[src/rtl/tpu_pkg.sv]
// Shared types and default widths for the accumulator write-back path.
//   wb_state_t  : write-back FSM state encoding (IDLE, WR0, WR1, DONE)
//   DEF_ADDR_W  : default unified-buffer address width
//   DEF_OUT_W   : default signed width of a written element
//   ACC_W       : accumulator element width
package tpu_pkg;

  localparam int DEF_ADDR_W = 8;
  localparam int DEF_OUT_W  = 8;
  localparam int ACC_W      = 32;

  typedef enum logic [1:0] {
    IDLE = 2'd0,
    WR0  = 2'd1,
    WR1  = 2'd2,
    DONE = 2'd3
  } wb_state_t;

endpackage

[src/rtl/acc_requant.sv]
// Combinational requantizer: one 32-bit signed accumulator value in, one
// OUT_W-bit signed element out. Arithmetic right shift by SHIFT, then signed
// saturation to the OUT_W range.
// Optional feature: define ACC_WRITEBACK_RELU_EN to clamp negative inputs to
// zero before the shift; without it negative values pass through unchanged.
// Ports:
//   acc_i  : signed accumulator value
//   data_o : requantized, saturated element
module acc_requant
  import tpu_pkg::*;
#(
  parameter int SHIFT = 0,
  parameter int OUT_W = DEF_OUT_W
) (
  input  logic signed [ACC_W-1:0] acc_i,
  output logic signed [OUT_W-1:0] data_o
);

  // Largest positive OUT_W value, held at accumulator width; the most negative
  // value is its bitwise complement, which avoids any overflowing negation.
  localparam logic signed [ACC_W-1:0] MAX_V = 32'sh7fffffff >>> (ACC_W - OUT_W);
  localparam logic signed [ACC_W-1:0] MIN_V = ~MAX_V;

  function automatic logic signed [ACC_W-1:0] relu_fn(input logic signed [ACC_W-1:0] v);
`ifdef ACC_WRITEBACK_RELU_EN
    relu_fn = (v < 0) ? '0 : v;
`else
    relu_fn = v;
`endif
  endfunction

  function automatic logic signed [OUT_W-1:0] sat_fn(input logic signed [ACC_W-1:0] v);
    if (v > MAX_V) begin
      sat_fn = MAX_V[OUT_W-1:0];
    end else if (v < MIN_V) begin
      sat_fn = MIN_V[OUT_W-1:0];
    end else begin
      sat_fn = v[OUT_W-1:0];
    end
  endfunction

  logic signed [ACC_W-1:0] pre_v;
  logic signed [ACC_W-1:0] shifted;

  always_comb begin
    pre_v   = relu_fn(acc_i);
    shifted = pre_v >>> SHIFT;
    data_o  = sat_fn(shifted);
  end

endmodule

[src/rtl/acc_writeback.sv]
// Accumulator write-back: on a rising edge of the accumulator-full flag, the
// two accumulator results and the destination address are captured, then
// written to the unified buffer as two requantized elements (base, base+1)
// under a valid/ready handshake, followed by a one-cycle done pulse.
// Optional feature: ACC_WRITEBACK_RELU_EN enables ReLU in the requantizers.
// Ports:
//   clk, reset            : clock, asynchronous active-high reset
//   acc_mem_0, acc_mem_1  : signed accumulator results (elements 0 and 1)
//   full                  : accumulator-full level flag
//   base_addr             : destination address of element 0
//   ub_wr_ready           : unified buffer accepts the write this cycle
//   ub_wr_en/addr/data    : write request, address and requantized data
//   busy                  : FSM not in IDLE
//   done                  : one-cycle pulse after both writes are accepted
//   overrun               : sticky, a full rising edge arrived while busy
module acc_writeback
  import tpu_pkg::*;
#(
  parameter int ADDR_W = DEF_ADDR_W,
  parameter int OUT_W  = DEF_OUT_W,
  parameter int SHIFT  = 0
) (
  input  logic                    clk,
  input  logic                    reset,
  input  logic signed [ACC_W-1:0] acc_mem_0,
  input  logic signed [ACC_W-1:0] acc_mem_1,
  input  logic                    full,
  input  logic [ADDR_W-1:0]       base_addr,
  input  logic                    ub_wr_ready,
  output logic                    ub_wr_en,
  output logic [ADDR_W-1:0]       ub_wr_addr,
  output logic signed [OUT_W-1:0] ub_wr_data,
  output logic                    busy,
  output logic                    done,
  output logic                    overrun
);

  wb_state_t               state_q;
  logic                    full_q;
  logic                    armed_q;
  logic                    overrun_q;
  logic                    en_q;
  logic                    done_q;
  logic signed [ACC_W-1:0] hold0_q;
  logic signed [ACC_W-1:0] hold1_q;
  logic [ADDR_W-1:0]       base_q;
  logic [ADDR_W-1:0]       addr_q;
  logic signed [OUT_W-1:0] data_q;

  logic signed [OUT_W-1:0] rq0;
  logic signed [OUT_W-1:0] rq1;
  logic                    full_rise;
  logic                    accept;

  acc_requant #(.SHIFT(SHIFT), .OUT_W(OUT_W)) u_rq0 (
    .acc_i  (hold0_q),
    .data_o (rq0)
  );

  acc_requant #(.SHIFT(SHIFT), .OUT_W(OUT_W)) u_rq1 (
    .acc_i  (hold1_q),
    .data_o (rq1)
  );

  // armed_q blocks the first edge after reset: full_q is forced low during
  // reset, so a full that is already high at release would otherwise look
  // like a fresh rising edge.
  assign full_rise = armed_q & full & ~full_q;
  assign accept    = en_q & ub_wr_ready;

  always_ff @(posedge clk or posedge reset) begin
    if (reset) begin
      state_q   <= IDLE;
      full_q    <= 1'b0;
      armed_q   <= 1'b0;
      overrun_q <= 1'b0;
      en_q      <= 1'b0;
      done_q    <= 1'b0;
      hold0_q   <= '0;
      hold1_q   <= '0;
      base_q    <= '0;
      addr_q    <= '0;
      data_q    <= '0;
    end else begin
      full_q  <= full;
      armed_q <= 1'b1;

      if (full_rise && (state_q != IDLE)) begin
        overrun_q <= 1'b1;
      end

      case (state_q)
        IDLE: begin
          en_q   <= 1'b0;
          done_q <= 1'b0;
          if (full_rise) begin
            hold0_q <= acc_mem_0;
            hold1_q <= acc_mem_1;
            base_q  <= base_addr;
            state_q <= WR0;
          end
        end

        // The first WR0 cycle loads the output registers from the holding
        // registers; the request becomes visible on the following cycle.
        WR0: begin
          en_q <= 1'b1;
          if (accept) begin
            addr_q  <= base_q + ADDR_W'(1);
            data_q  <= rq1;
            state_q <= WR1;
          end else begin
            addr_q <= base_q;
            data_q <= rq0;
          end
        end

        WR1: begin
          if (accept) begin
            en_q    <= 1'b0;
            done_q  <= 1'b1;
            state_q <= DONE;
          end
        end

        DONE: begin
          done_q  <= 1'b0;
          state_q <= IDLE;
        end

        default: begin
          en_q    <= 1'b0;
          done_q  <= 1'b0;
          state_q <= IDLE;
        end
      endcase
    end
  end

  assign ub_wr_en   = en_q;
  assign ub_wr_addr = addr_q;
  assign ub_wr_data = data_q;
  assign busy       = (state_q != IDLE);
  assign done       = done_q;
  assign overrun    = overrun_q;

endmodule

[config.mk]
export PLATFORM = sky130hd
export DESIGN_NAME = acc_writeback
export DESIGN_NICKNAME = d
export VERILOG_FILES = /design/src/rtl/tpu_pkg.sv /design/src/rtl/acc_requant.sv /design/src/rtl/acc_writeback.sv
export SDC_FILE = /design/constraint.sdc
export NUM_CORES = 1
export LEC_CHECK = 0
export ABC_AREA = 1
export CAP_MARGIN = 20
export CORE_MARGIN = 1.5
export CORE_UTILIZATION = 47
export DETAILED_ROUTE_END_ITERATION = 7
export GPL_ROUTABILITY_DRIVEN = 0
export PLACE_DENSITY = 0.87
export SLEW_MARGIN = 15
export SYNTH_ARGS = -nofsm -noshare
export SYNTH_HDL_FRONTEND = slang
export SYNTH_SLANG_ARGS = --single-unit
export TNS_END_PERCENT = 10
[constraint.sdc]
create_clock -name clk -period 4.7 [get_ports clk]
set_input_delay 0.94 -clock clk [delete_from_list [all_inputs] [get_ports clk]]
set_output_delay 0.94 -clock clk [all_outputs]
set_load 0.1 [all_outputs]
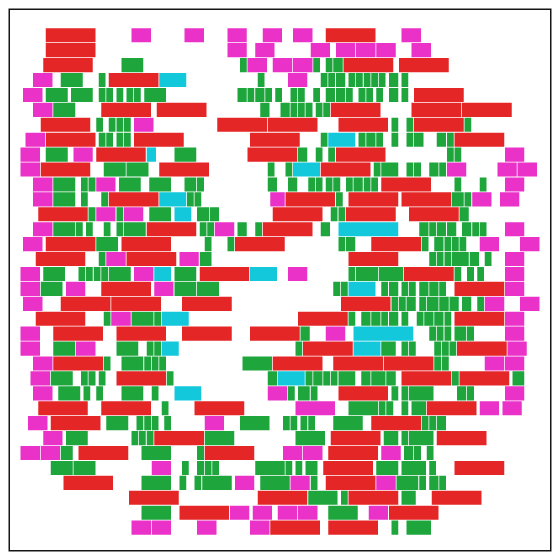
Figure 1: run 1, cells coloured by class.
all other logic: marked green, cells 324. flip-flops: marked red, cells 95. other buffers and delay cells: marked magenta, cells 97. clock drivers and dummy loads: marked cyan, cells 16.
share of the core filled with cells: 0.6326
final design instance area without fill: 5544 um^2

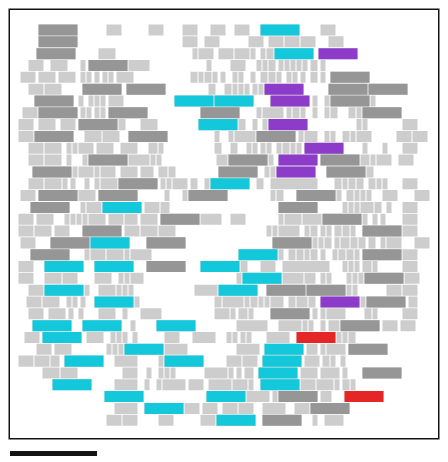
Figure 2: run 1, register map, names as in the netlist.
Bar = 20 um.
ub_wr_data: marked purple, placed flops 8. state_q: marked red, placed flops 2. hold0_q: marked cyan, placed flops 32.
register share of the cell area: 0.4288
Power Sequential: 1.46 mW
register cell area after layout: 2377 um^2

==> results.txt, run 1 <==
Summary of implementation figures.

Synthesis
The multiplexer share of the synthesized area is 0.1438. The synthesized design contains 0 enable-type register cells. For this run, the chip area from Yosys synthesis comes to approximately 4300 um^2.

In this run, the synthesized area fraction spent on adder and majority cells is recorded as 0.01461. After synthesis the cells add up to 4282 um^2. The number of cells reported by Yosys stat comes to 431. The synthesis report gives the async set-or-reset register share as 1.000. The xor/xnor cell area share of the yosys netlist is 0.002046. The share of synthesized cell area in and, or, nand and nor gates is 0.1788. The main area contributors are sky130_fd_sc_hd__dfrtp_1, sky130_fd_sc_hd__mux2_2, sky130_fd_sc_hd__nand2_1, sky130_fd_sc_hd__nor2_1, sky130_fd_sc_hd__mux2_4.

Hold path
The capture endpoint of the worst hold path is ub_wr_addr[2]. The hold path depth is 2.

Clocking
The number of buffers created by CTS is 9. The number of gates resized after cts is 0. CTS reports a maximum clock tree buffer depth of 2. The post-CTS setup-driven buffer insertion count is 0. For this design, the CTS-stage hold fixing added 0 buffers.

Final timing
The total setup violations reported at the end of the flow is 0. After layout, the worst setup slack is 1355 ps. The worst pin sits at a relative slew slack of 0.3442.

The transition time at the pin with the least slew margin is 980.7 ps. Hold is met by about 490 ps. The part of the cycle the worst path needs is 0.7118. Max-slew check failures listed in the final report amount to 0.

Finish
The non-clock buffer share of cell area is 0.1765. The largest registers in the layout are hold0_q x32, hold1_q x32. At the end of the flow, the number of nets in the layout was 608.

The layout has ~710 filler cells. The fraction of layout cells with a size suffix above 1 is 0.1447. The top cell types in the final layout, fill and taps aside, are sky130_fd_sc_hd__nand2_1, sky130_fd_sc_hd__dfrtp_1, sky130_fd_sc_hd__clkdlybuf4s50_1, sky130_fd_sc_hd__nor2_1, sky130_fd_sc_hd__mux2_2. Sequential cells placed in the final layout were counted as 95. The largest cell class by area is flip-flops and latches. The clock tree buffer count of the final layout is 10.

In the final layout, excluding clock buffers the buffer count is 97. For this run, the number of standard cells in the final layout without fillers is 640. The layout report gives the multi-input gate share of total cell area as 0.3063.

Global route
For this run the aggregate overflow at the end of global routing stands at 0. The layer flagged by global routing as most heavily used is met2. The pin count of the biggest net entering global routing is 95. The global-route wire length before repair is about 15 mm.

Floorplan
The I/O pin total is around 96. The die is 98.45 um tall. The horizontal die dimension is 98.45 um. The flow inserted approximately 110 tap cells. The core outline area is 8763 um^2.

Worst setup path
In this run the worst setup path begins at state_q[0]. For reference, the critical path is captured by busy. The worst setup path is captured at an output pin. The timing report notes that buffer and inverter cells on the critical path total 3. The cell sequence reported for the critical path is inv_1 -> ha_1 -> inv_1 -> clkdlybuf4s50_1.

The worst register-to-register path has a setup slack of between 2000 and 3000 ps. The library cell contributing the largest single delay on the critical path is sky130_fd_sc_hd__clkdlybuf4s50_1. The worst flop-to-flop path endpoint is hold1_q[26].

Pwr
The power per cell area is 661.4 nW/um^2. The switching power summed over all nets is 1.566 mW. The completed layout was analyzed and its total power is roughly 3.7 mW. The register share of total power is 0.399. The power share of the clock group is 0.166. The static leakage power is 2.555 nW. VDD sags by at most 296.1 uV.

The power report lists cell-internal power as 2.101 mW. The power of the combinational group is 1.59 mW.

Job
The run reported a max-capacitance violation count of 0.

Routing
After detailed routing, the wire length on met1 is 3.738 mm. The number of DRC markers in iteration 0 is between 100 and 150. The DRC violation count after routing is 0. The first detailed-routing pass took 4 iterations.

Place
The HPWL after detailed placement is approximately 6.6 mm. Including well taps, the total number of placed cells is between 600 and 700. The buffer_ports step reported a buffer count of 95.

Run status
The flow ran to the end, and the final reports show no timing, DRC or antenna violations.
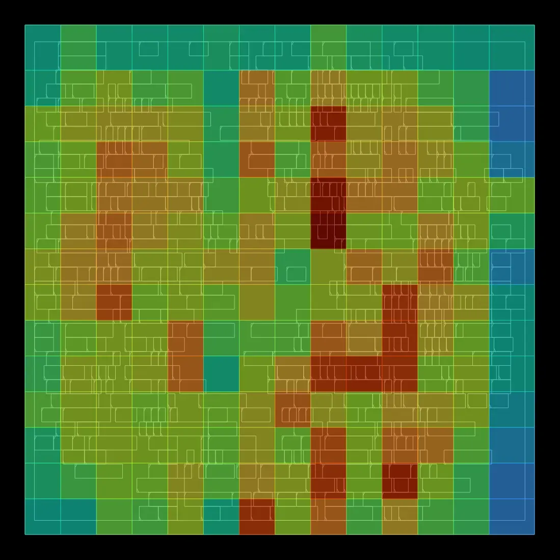
Figure 3: run 1, routing congestion map.
GR met2 Demand/Resource: 0.3356
global routing usage on met1: 0.2415
Overall Global Routing Usage: 0.1972
detail-routed net length per standard cell: 14.29 um

Figure 4. Routed metal per tile (run 1).
Bar = 20 um. 20 x 20 tiles, from dark blue (low) to red (high), scaled to the fullest tile. Values are wire area over tile area, all layers added.
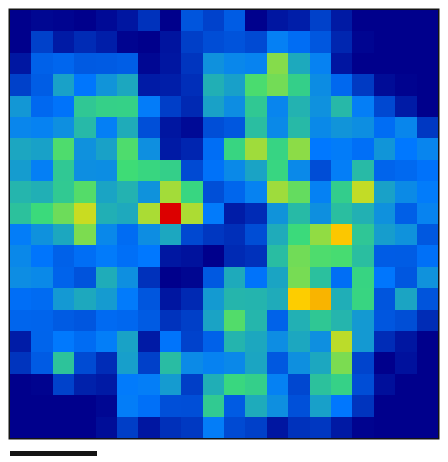

## Run 2: what changed since run 1
- clock period: 4.7 -> 3.16 ns (I/O delays scaled with it)
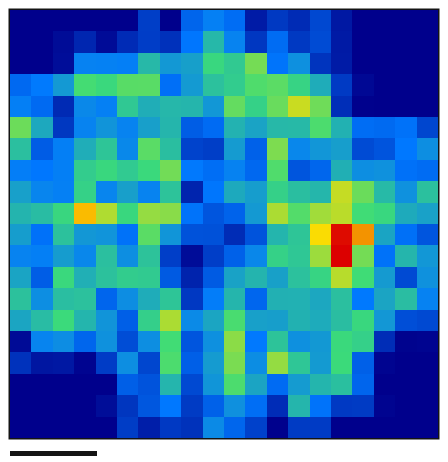
Figure 5: run 2, routed metal per tile.
Bar = 20 um. 20 x 20 tiles, from dark blue (low) to red (high), scaled to the fullest tile. Values are wire area over tile area, all layers added.
The mean over all tiles is 0.15. The densest ninth of the die: east. The emptiest ninth of the die: north-east. 11% of the tiles are over half the peak. 16% of the tiles are nearly empty.
Overall Global Routing Usage: 0.1928
total number of vias: 3193

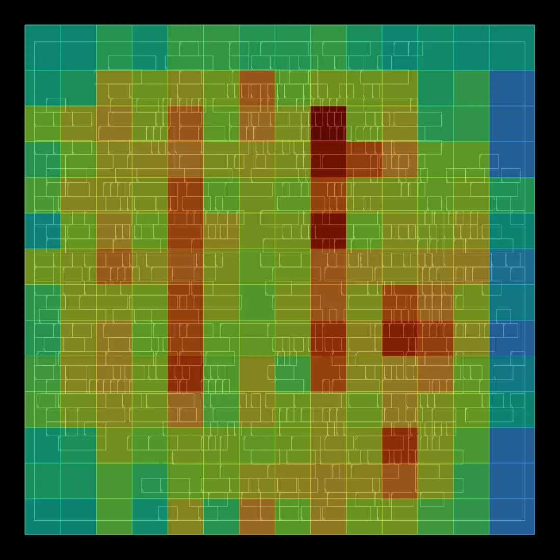
Figure 6: run 2, routing congestion map.
highest-utilization routing layer at the global route stage: met2
global routing usage on met1: 0.2571
share of the core filled with cells: 0.6238
Global Route met3 Usage: 0.03830

==> results.txt, run 2 <==
Summary of implementation figures.

Finish
The net count reported at finish is 609. The fill cell total of the finished layout is 714. Per the final layout report, the fraction of cells sized above drive strength 1 comes to 0.1839. The flip-flop and latch share of the layout cell area is 0.4349. In the final layout, the registers with the most flip-flops are hold0_q x32, hold1_q x32. The largest cell class by area is flip-flops and latches.

There are about 95 flip-flops and latches. The combinational share of cell area is 0.3106. After routing the design area is roughly 5500 um^2.

Hold path
For hold timing, the worst endpoint is ub_wr_addr[2].

Routing
For this block, wires on met1 add up to approximately 4 mm. The number of DRC markers in iteration 0 is slightly above 100. The DRC violation count after routing is 0.

Worst setup path
The termination of the worst setup path is busy. The setup check on the worst reg-to-reg path leaves a slack of 1240 ps. Per the post-run analysis, buffers plus inverters along the critical path come to 3.

The endpoint kind of the worst setup timing path is an output pin.

Clocking
Per the repair_timing log after CTS, setup buffers inserted total 0. Counting the buffers created by CTS gives 9. In this run the deepest clock path goes through 2 buffers.

The cts-stage hold buffer count is 0.

Pwr
The internal portion of the total power is 2.929 mW. The power share of the clock group is 0.140. The register share of total power is 0.415. The power of the combinational group is 2.32 mW. The largest voltage drop on the vdd net is 375.6 uV.

In this run the power density over the cells is 955.8 nW/um^2.

Synthesis
The post-synth tally of flip-flops with integrated enable is 0. The cell-mix breakdown from Yosys lists the adder-cell area share as 0.01461. The cell area that synthesis handed to floorplanning was 4282 um^2. The share of synthesized cell area in and, or, nand and nor gates is 0.1788.

Run status
The run finished with clean final reports.

Place
The cell count after placement is 625. Buffers placed on the I/O ports in this run total 95.

Job
In this run the maximum-capacitance check reported violations numbering 0.

Floorplan
96 I/O pins were placed. The horizontal die dimension is 98.45 um.

Final timing
Post-route period utilization is reported as 0.6811. The final report lists the setup-violating endpoint count as 0. For reference, the final report shows the max-slew violation count at 0. After layout, the worst setup slack is 1008 ps.

Global route
After global routing the overflow that remains totals 0.
Power and IR drop assume default switching activity.
